[src/rtl/biu_constants_pkg.sv]
// -----------------------------------------------------------------------------
// biu_constants_pkg
//   Shared bus-interface-unit constants. Only the transfer-size encoding is
//   needed by the PMA arbiter.
// -----------------------------------------------------------------------------
package biu_constants_pkg;

  typedef enum logic [2:0] {
    BYTE       = 3'b000,
    HWORD      = 3'b001,
    WORD       = 3'b010,
    DWORD      = 3'b011,
    QWORD      = 3'b100,
    UNDEF_SIZE = 3'b111
  } biu_size_t;

endpackage : biu_constants_pkg

[src/rtl/riscv_pma_pkg.sv]
// -----------------------------------------------------------------------------
// riscv_pma_pkg
//   Types shared by the PMA checker and its IF/DM arbiter:
//     pma_arb_state_t : arbiter FSM states
//     pma_arb_port_t  : requesting port identifier
//     pma_chk_req_t   : captured checker request (request register layout)
//   PMA_PLEN is the widest physical address the request register holds; the
//   arbiter's PLEN parameter must not exceed it.
// -----------------------------------------------------------------------------
package riscv_pma_pkg;
  import biu_constants_pkg::*;

  localparam int PMA_PLEN = 34;

  typedef enum logic [1:0] {
    IDLE  = 2'd0,
    CHECK = 2'd1,
    RESP  = 2'd2
  } pma_arb_state_t;

  typedef enum logic {
    PORT_IF = 1'b0,
    PORT_DM = 1'b1
  } pma_arb_port_t;

  typedef struct packed {
    logic                instruction;
    logic [PMA_PLEN-1:0] adr;
    biu_size_t           size;
    logic                we;
    logic                lock;
    logic                misaligned;
  } pma_chk_req_t;

  function automatic pma_arb_port_t other_port(input pma_arb_port_t p);
    return (p == PORT_IF) ? PORT_DM : PORT_IF;
  endfunction

endpackage : riscv_pma_pkg

[src/rtl/riscv_pma_arb.sv]
// -----------------------------------------------------------------------------
// riscv_pma_arb
//   Shares one PMA checker between the instruction-fetch (IF) and data-memory
//   (DM) ports. The winner is captured into a request register that drives the
//   checker for one CHECK cycle; the verdict is registered and returned with a
//   one-cycle ack in RESP. Request seen in cycle N -> ack in cycle N+2.
//
//   Ports
//     clk_i, rst_i             clock, asynchronous active-high reset
//     if_*_i                   IF request (held until if_ack_o)
//     dm_*_i                   DM request (held until dm_ack_o)
//     chk_*_o                  request to the shared PMA checker
//     chk_*_i                  checker verdict (sampled in CHECK)
//     if_ack_o, dm_ack_o       one-cycle result-valid pulses
//     rsp_*_o                  registered verdict, held between acks
//
//   Parameters
//     PLEN      physical address width (<= PMA_PLEN)
//     MAX_WAIT  DM grants with IF pending before IF is forced (1..15)
//
//   Build option
//     RISCV_PMA_ARB_RR_EN  defined: round-robin between the ports.
//                          undefined: DM priority with MAX_WAIT starvation guard.
// -----------------------------------------------------------------------------
module riscv_pma_arb
  import biu_constants_pkg::*, riscv_pma_pkg::*;
#(
  parameter int PLEN     = PMA_PLEN,
  parameter int MAX_WAIT = 4
) (
  input  logic            clk_i,
  input  logic            rst_i,

  input  logic            if_req_i,
  input  logic [PLEN-1:0] if_adr_i,
  input  biu_size_t       if_size_i,
  input  logic            if_misaligned_i,

  input  logic            dm_req_i,
  input  logic [PLEN-1:0] dm_adr_i,
  input  biu_size_t       dm_size_i,
  input  logic            dm_we_i,
  input  logic            dm_lock_i,
  input  logic            dm_misaligned_i,

  output logic            chk_req_o,
  output logic            chk_instruction_o,
  output logic [PLEN-1:0] chk_adr_o,
  output biu_size_t       chk_size_o,
  output logic            chk_we_o,
  output logic            chk_lock_o,
  output logic            chk_misaligned_o,
  input  logic            chk_exception_i,
  input  logic            chk_misaligned_i,
  input  logic            chk_cacheable_i,

  output logic            if_ack_o,
  output logic            dm_ack_o,
  output logic            rsp_exception_o,
  output logic            rsp_misaligned_o,
  output logic            rsp_cacheable_o
);

  pma_arb_state_t state_q, state_d;
  pma_arb_port_t  winner_q, winner_d;
  pma_arb_port_t  sel;
  pma_chk_req_t   req_q, req_d;
  logic           if_elig, dm_elig, grant;

`ifdef RISCV_PMA_ARB_RR_EN
  pma_arb_port_t  rr_ptr_q, rr_ptr_d;
`else
  logic [3:0]     wait_cnt_q, wait_cnt_d;
`endif

  // Arbitration. The port being acked in RESP has just been served and may
  // not win again in the same cycle, which gives the other port its turn.
  always_comb begin : arbitrate
    if_elig = if_req_i && !(state_q == RESP && winner_q == PORT_IF);
    dm_elig = dm_req_i && !(state_q == RESP && winner_q == PORT_DM);
    grant   = (state_q != CHECK) && (if_elig || dm_elig);
    sel     = dm_elig ? PORT_DM : PORT_IF;
    if (if_elig && dm_elig) begin
`ifdef RISCV_PMA_ARB_RR_EN
      sel = rr_ptr_q;
`else
      sel = (wait_cnt_q == 4'(MAX_WAIT)) ? PORT_IF : PORT_DM;
`endif
    end
  end

  always_comb begin : fsm_next
    // NOTE: every signal driven here gets a default first, so no path through
    // the case/if structure can leave one unassigned and infer a latch.
    state_d   = state_q;
    winner_d  = winner_q;
    req_d     = req_q;
    chk_req_o = 1'b0;
    if_ack_o  = 1'b0;
    dm_ack_o  = 1'b0;
`ifdef RISCV_PMA_ARB_RR_EN
    rr_ptr_d  = rr_ptr_q;
`else
    wait_cnt_d = wait_cnt_q;
`endif

    unique case (state_q)
      IDLE:    if (grant) state_d = CHECK;
      CHECK: begin
        chk_req_o = 1'b1;
        state_d   = RESP;
      end
      RESP: begin
        if_ack_o = (winner_q == PORT_IF);
        dm_ack_o = (winner_q == PORT_DM);
        state_d  = grant ? CHECK : IDLE;
      end
      default: state_d = IDLE;
    endcase

    if (grant) begin
      winner_d = sel;
      if (sel == PORT_IF) begin
        // Instruction fetches never write or lock.
        req_d = '{instruction: 1'b1, adr: PMA_PLEN'(if_adr_i), size: if_size_i,
                  we: 1'b0, lock: 1'b0, misaligned: if_misaligned_i};
      end else begin
        req_d = '{instruction: 1'b0, adr: PMA_PLEN'(dm_adr_i), size: dm_size_i,
                  we: dm_we_i, lock: dm_lock_i, misaligned: dm_misaligned_i};
      end
`ifdef RISCV_PMA_ARB_RR_EN
      rr_ptr_d = other_port(sel);
`else
      // Count DM wins that leave IF waiting; saturate at MAX_WAIT.
      if (sel == PORT_IF) begin
        wait_cnt_d = '0;
      end else if (if_req_i && wait_cnt_q != 4'(MAX_WAIT)) begin
        wait_cnt_d = wait_cnt_q + 4'd1;
      end
`endif
    end
  end

  always_ff @(posedge clk_i or posedge rst_i) begin : regs
    if (rst_i) begin
      state_q          <= IDLE;
      winner_q         <= PORT_IF;
      req_q            <= '0;
      rsp_exception_o  <= 1'b0;
      rsp_misaligned_o <= 1'b0;
      rsp_cacheable_o  <= 1'b0;
`ifdef RISCV_PMA_ARB_RR_EN
      rr_ptr_q         <= PORT_DM;
`else
      wait_cnt_q       <= '0;
`endif
    end else begin
      // NOTE: non-blocking assignments so every flop samples pre-edge values,
      // regardless of statement order in this block.
      state_q  <= state_d;
      winner_q <= winner_d;
      req_q    <= req_d;
      // Verdict only moves on the CHECK->RESP edge and is held otherwise.
      if (state_q == CHECK) begin
        rsp_exception_o  <= chk_exception_i;
        rsp_misaligned_o <= chk_misaligned_i;
        rsp_cacheable_o  <= chk_cacheable_i;
      end
`ifdef RISCV_PMA_ARB_RR_EN
      rr_ptr_q   <= rr_ptr_d;
`else
      wait_cnt_q <= wait_cnt_d;
`endif
    end
  end

  assign chk_instruction_o = req_q.instruction;
  assign chk_adr_o         = PLEN'(req_q.adr);
  assign chk_size_o        = req_q.size;
  assign chk_we_o          = req_q.we;
  assign chk_lock_o        = req_q.lock;
  assign chk_misaligned_o  = req_q.misaligned;

endmodule : riscv_pma_arb
[config.mk]
export PLATFORM = sky130hd
export DESIGN_NAME = riscv_pma_arb
export DESIGN_NICKNAME = d
export VERILOG_FILES = /design/src/rtl/biu_constants_pkg.sv /design/src/rtl/riscv_pma_pkg.sv /design/src/rtl/riscv_pma_arb.sv
export SDC_FILE = /design/constraint.sdc
export NUM_CORES = 1
export LEC_CHECK = 0
export CAP_MARGIN = 20
export CORE_MARGIN = 3
export CORE_UTILIZATION = 42
export DETAILED_ROUTE_END_ITERATION = 6
export GPL_TIMING_DRIVEN = 0
export MAX_ROUTING_LAYER = met4
export PLACE_DENSITY_LB_ADDON = 0.08
export SLEW_MARGIN = 20
export SYNTH_ARGS = -nofsm -noshare
export SYNTH_HDL_FRONTEND = slang
export SYNTH_SLANG_ARGS = --single-unit
[constraint.sdc]
create_clock -name clk_i -period 2.4 [get_ports clk_i]
set_input_delay 0.24 -clock clk_i [delete_from_list [all_inputs] [get_ports clk_i]]
set_output_delay 0.24 -clock clk_i [all_outputs]
set_load 0.005 [all_outputs]
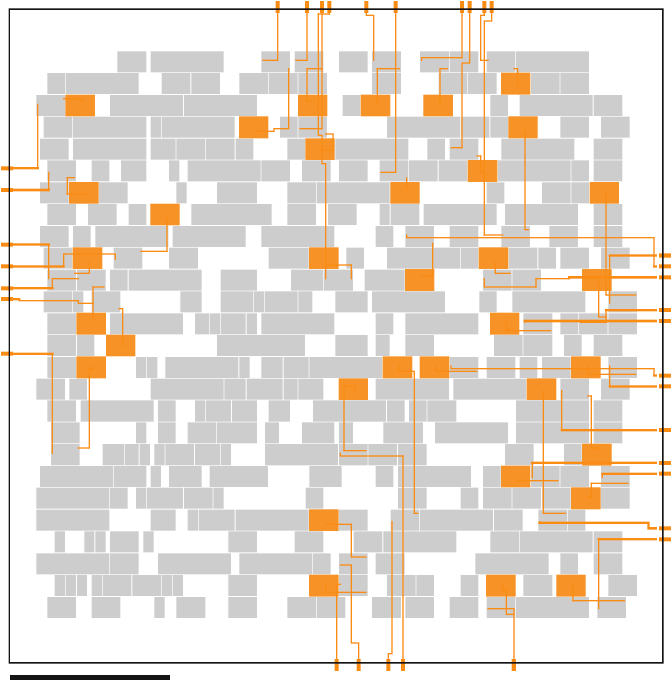
(nets reached from selected ports)
Bar = 20 um.
orange -> dm_adr_i  # direction input, edge 12 right, 10 top, 7 left, 5 bottom, end cells 34, wire 786 um
I/O pins: 132
count of input and output buffers: 131

==> results.txt <==
Update from the flow run.

The flow ran to the end, and the final reports show no timing, DRC or antenna violations. The sequential cell count is about 51. The synthesis stat section lists a flop and latch total of 51. The yosys stat chip area is 2379 um^2.

The share of layout cells above drive strength 1 is 0.08309. Per the skew report, the later register of the worst-skew pair sees a clock latency of between 0.2 and 0.3 ns. The power drawn by the clock network is 566 uW.

Looking at the clock tree report, the maximum root-to-sink buffer count equals 2. The count of warnings emitted by yosys is 0. The synthesis stats list as the most numerous cell sky130_fd_sc_hd__dfrtp_1.

The clock tree synthesis step divided the H-tree into 2 levels. The half-perimeter wire length of the detailed placement result is around 5000 um. The core box area is ~5300 um^2. The share of synthesized cell area in full adder, half adder and majority cells is 0.01052. The clock buffers instantiated in the layout total 6. The detail-routed net length per standard cell is approximately 16 um. The commonest cells after synthesis are sky130_fd_sc_hd__dfrtp_1 (51), sky130_fd_sc_hd__a221o_1 (38), sky130_fd_sc_hd__nor2b_1 (38). The root buffer cell is sky130_fd_sc_hd__clkbuf_8. The share of synthesized area in the top cell type comes to 0.5366.

Total global-route track usage over all layers is 0.2085. Registers take 1276 um^2. The flop share of the area is 0.3266. The script reports the combined buffer and inverter count of the critical path as 3. The power per cell area is around 1100 nW/um^2.

The leftover overflow at the end of global routing is 0. The multi-input combinational cells in the finished layout cover a total of 950.9 um^2. The worst setup path is launched from a register.

The worst hold slack across all endpoints is 0.3659 ns. Summed over all combinational cells, the power is 2.28 mW. CTS added clock buffers totalling 5. The register with the most flip-flops in the layout has 34 of them.

The global routing met1 resource utilization is 0.2734. Data on the critical path arrives at its endpoint at 1.69 ns. Of all the cell area in the finished design, non-clock buffers hold 0.3727. The via density per instance is 5.128. The final-report setup violation count is 0. Once the clock tree was built, the resizer swapped 0 gates to a different size. The endpoint identified for the worst register-to-register timing path is chk_adr_o[10]$_DFFE_PP0P_. STA classifies the critical path endpoint as an output pin.

The net count of the finished layout is 424. Per the timing report, the most critical flop-to-flop path originates at wait_cnt_q[0]$_DFFE_PP0P_. The post-synth count of flops with an enable pin is 0.

Across the run, the number of max-cap violations was 0. For this run, the share of the core covered by cells in the final layout is 0.7369. The most utilized layer in the global route result is met2. In the power breakdown, the biggest contributor is combinational cells. STA puts the critical path data required time at 2.16 ns. The net switching power in the latest report is 1.344 mW.

The tool warning count for the run is 27. According to the floorplan report, the total die area is 6602 um^2. Entering global routing, the biggest net connects 32 pins. The layout overhead on the synthesized area is 64.28%. Per STA, the worst path accumulates the most delay in the family buffers and inverters. The final weighted congestion of routability-driven global placement is 0.7805. The detailed-route DRC error count is 0. The total instance count after detailed placement is 400. For reference, the post-synthesis area per instance comes to 12.01 um^2. The biggest combinational cell group after synthesis is AND-OR/OR-AND gates. The number of nets produced by synthesis is about 290. The detail route stage leaves a number of antenna-violating nets equal to 0. The number of clock sinks is 51. Looking at the worst setup and hold paths, the clock pins of their registers show a slew of 0.09 ns. Counting only logic cells after layout, the most numerous master is sky130_fd_sc_hd__clkdlybuf4s50_1. The post-CTS hold buffer count recorded in the log is 0. The final timing report lists clock skew as 0.005036 ns. The static leakage power is 1.664 nW.

Across all setup checks in the final design, the least slack found is between 0.4 and 0.5 ns. The die is 81.26 um tall. Of the total power, the share spent switching nets is 0.3106. The number of multi-input combinational cells in the layout is 125. The final critical path time including I/O delays and setup is 1.928 ns. The initial antenna violation count came to 0. The met3 track demand over resource is 0.04878.

The most common logic cells in the final layout are sky130_fd_sc_hd__clkdlybuf4s50_1 (131), sky130_fd_sc_hd__dfrtp_1 (51), sky130_fd_sc_hd__nor2b_1 (38), sky130_fd_sc_hd__a221o_1 (38), sky130_fd_sc_hd__nand2_1 (15). The area fraction in mux cells is 0.004734. The share of total power dissipated in the clock network is 0.131. In the final layout, excluding clock inverters the inverter count is 9. The sequential fraction of design power is 0.344. The number of search-and-repair iterations in the first detailed-routing pass is 4.

Across the VDD grid, the largest voltage drop is 568.2 uV. The layout has 388 filler cells. The remaining max-slew budget at the tightest pin is 0.5385. Per the detail_route report, the via count comes to 2,087.

In the post-synthesis netlist, the biggest area contributors are sky130_fd_sc_hd__dfrtp_1 (54%), sky130_fd_sc_hd__a221o_1 (16%), sky130_fd_sc_hd__nor2b_1 (10%), sky130_fd_sc_hd__buf_6 (3.8%), sky130_fd_sc_hd__nand2_1 (2.4%). The report lists the cells along the critical path as nand2b_1 -> buf_6 -> inv_1 -> clkdlybuf4s50_1. The finished cells cover around 4000 um^2. The critical path's slowest stage uses the library cell sky130_fd_sc_hd__clkdlybuf4s50_1. The share of the core area taken by cells at floorplan is 0.4486. The cell type contributing the most total cell area after synthesis is sky130_fd_sc_hd__dfrtp_1. The number of unique standard cell types used by synthesis is 27.

TritonCTS built the clock tree. The final timing report lists a max-slew violation count of 0. The total power is 4.328 mW. Measured in cells, the most critical reg-to-reg path has a length of 7. The detailed-route wire length is 6542 um. Per the detailed placement report, the placed cell area equals 3805 um^2. The internal power of the cells totals 2.984 mW. The share of flip-flops with an asynchronous set or reset after synthesis is 1.000. The area fraction of clock buffers and clock inverters is 0.02626.

In this run, the synthesized area fraction spent on xor and xnor cells is recorded as 0.007365. The number of setup buffers added after CTS is 0. The leading cell category by total area is buffers.

Note that the worst hold path type here is input port to async pin. The die is 81.26 um wide. Looking at the cell usage after synthesis, the top flip-flop cell is sky130_fd_sc_hd__dfrtp_1. Yosys stat counts between 150 and 200 cells in the synthesized netlist. The total negative slack for setup checks is 0 ns. The delay contributed by the slowest stage of the critical path is 0.51 ns. Of the total synthesized cell area, the portion taken by AND-OR and OR-AND cells is 0.2052. The critical path start-end classification is register to output pin. The netlist area before placement is 2379 um^2.

The met2 layer usage reported by global route is 0.3383. The number of buffers outside the clock class in the layout is 145. The register-to-register setup slack is 0.47 ns. The post-synthesis cell count is between 150 and 200. The wire length of the first global-routing pass is ~10,000 um. The number of global-route vias before repair is 2,123. The achievable frequency is roughly 520 MHz. The worst-path maximum fanout is 10.

The number of antenna diodes is 0. The combinational share of cell area is 0.2434. The cell-mix breakdown from Yosys lists the simple-gate area share as 0.1720. The power report attributes to the combinational group a share of 0.526.

The portion of the clock cycle consumed by the worst path in the final layout is 0.8031. The worst setup timing slack at the placement stage is 0.4196 ns. Setup repair after global routing left no endpoint under its margin. The number of hold-slack violations in the final timing report is 0. In this run, power in flip-flops and latches comes to 1.49 mW. For the pin with the worst max-slew slack, the measured transition is around 0.69 ns. The first routing iteration left roughly 120 violations. The sequential cell area fraction in the yosys report is 0.5366.
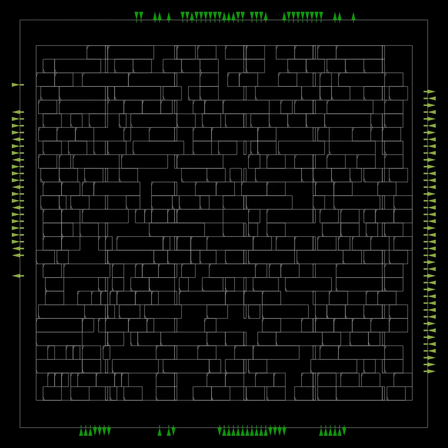
(placed standard cells)
non-filler cells in the finished layout: 407
num rows: 26
number of well taps: 70

how the worst max path moves through the flow:
stage,cells after the start,from,slack [ns],endpoint
after floorplan,7,wait_cnt_q[0]$_DFFE_PP0P_,0.80,chk_adr_o[13]$_DFFE_PP0P_
after global placement,2,rst_i,-0.09,chk_adr_o[7]$_DFFE_PP0P_
after detailed placement,6,if_req_i,0.42,chk_adr_o[10]$_DFFE_PP0P_
after CTS,4,state_q[1]$_DFFE_PP0P_,0.46,chk_req_o
after global routing,7,wait_cnt_q[0]$_DFFE_PP0P_,0.36,chk_adr_o[6]$_DFFE_PP0P_
final,4,state_q[1]$_DFFE_PP0P_,0.47,chk_req_o
metal layers:
layer	vias to the layer above	share of wire
met5	-	0
met4	0	0.0049
met3	4	0.073
met2	74	0.49
met1	999	0.43
li1	1010	-
No activity file was given, so power comes from the tool's default toggle rates.
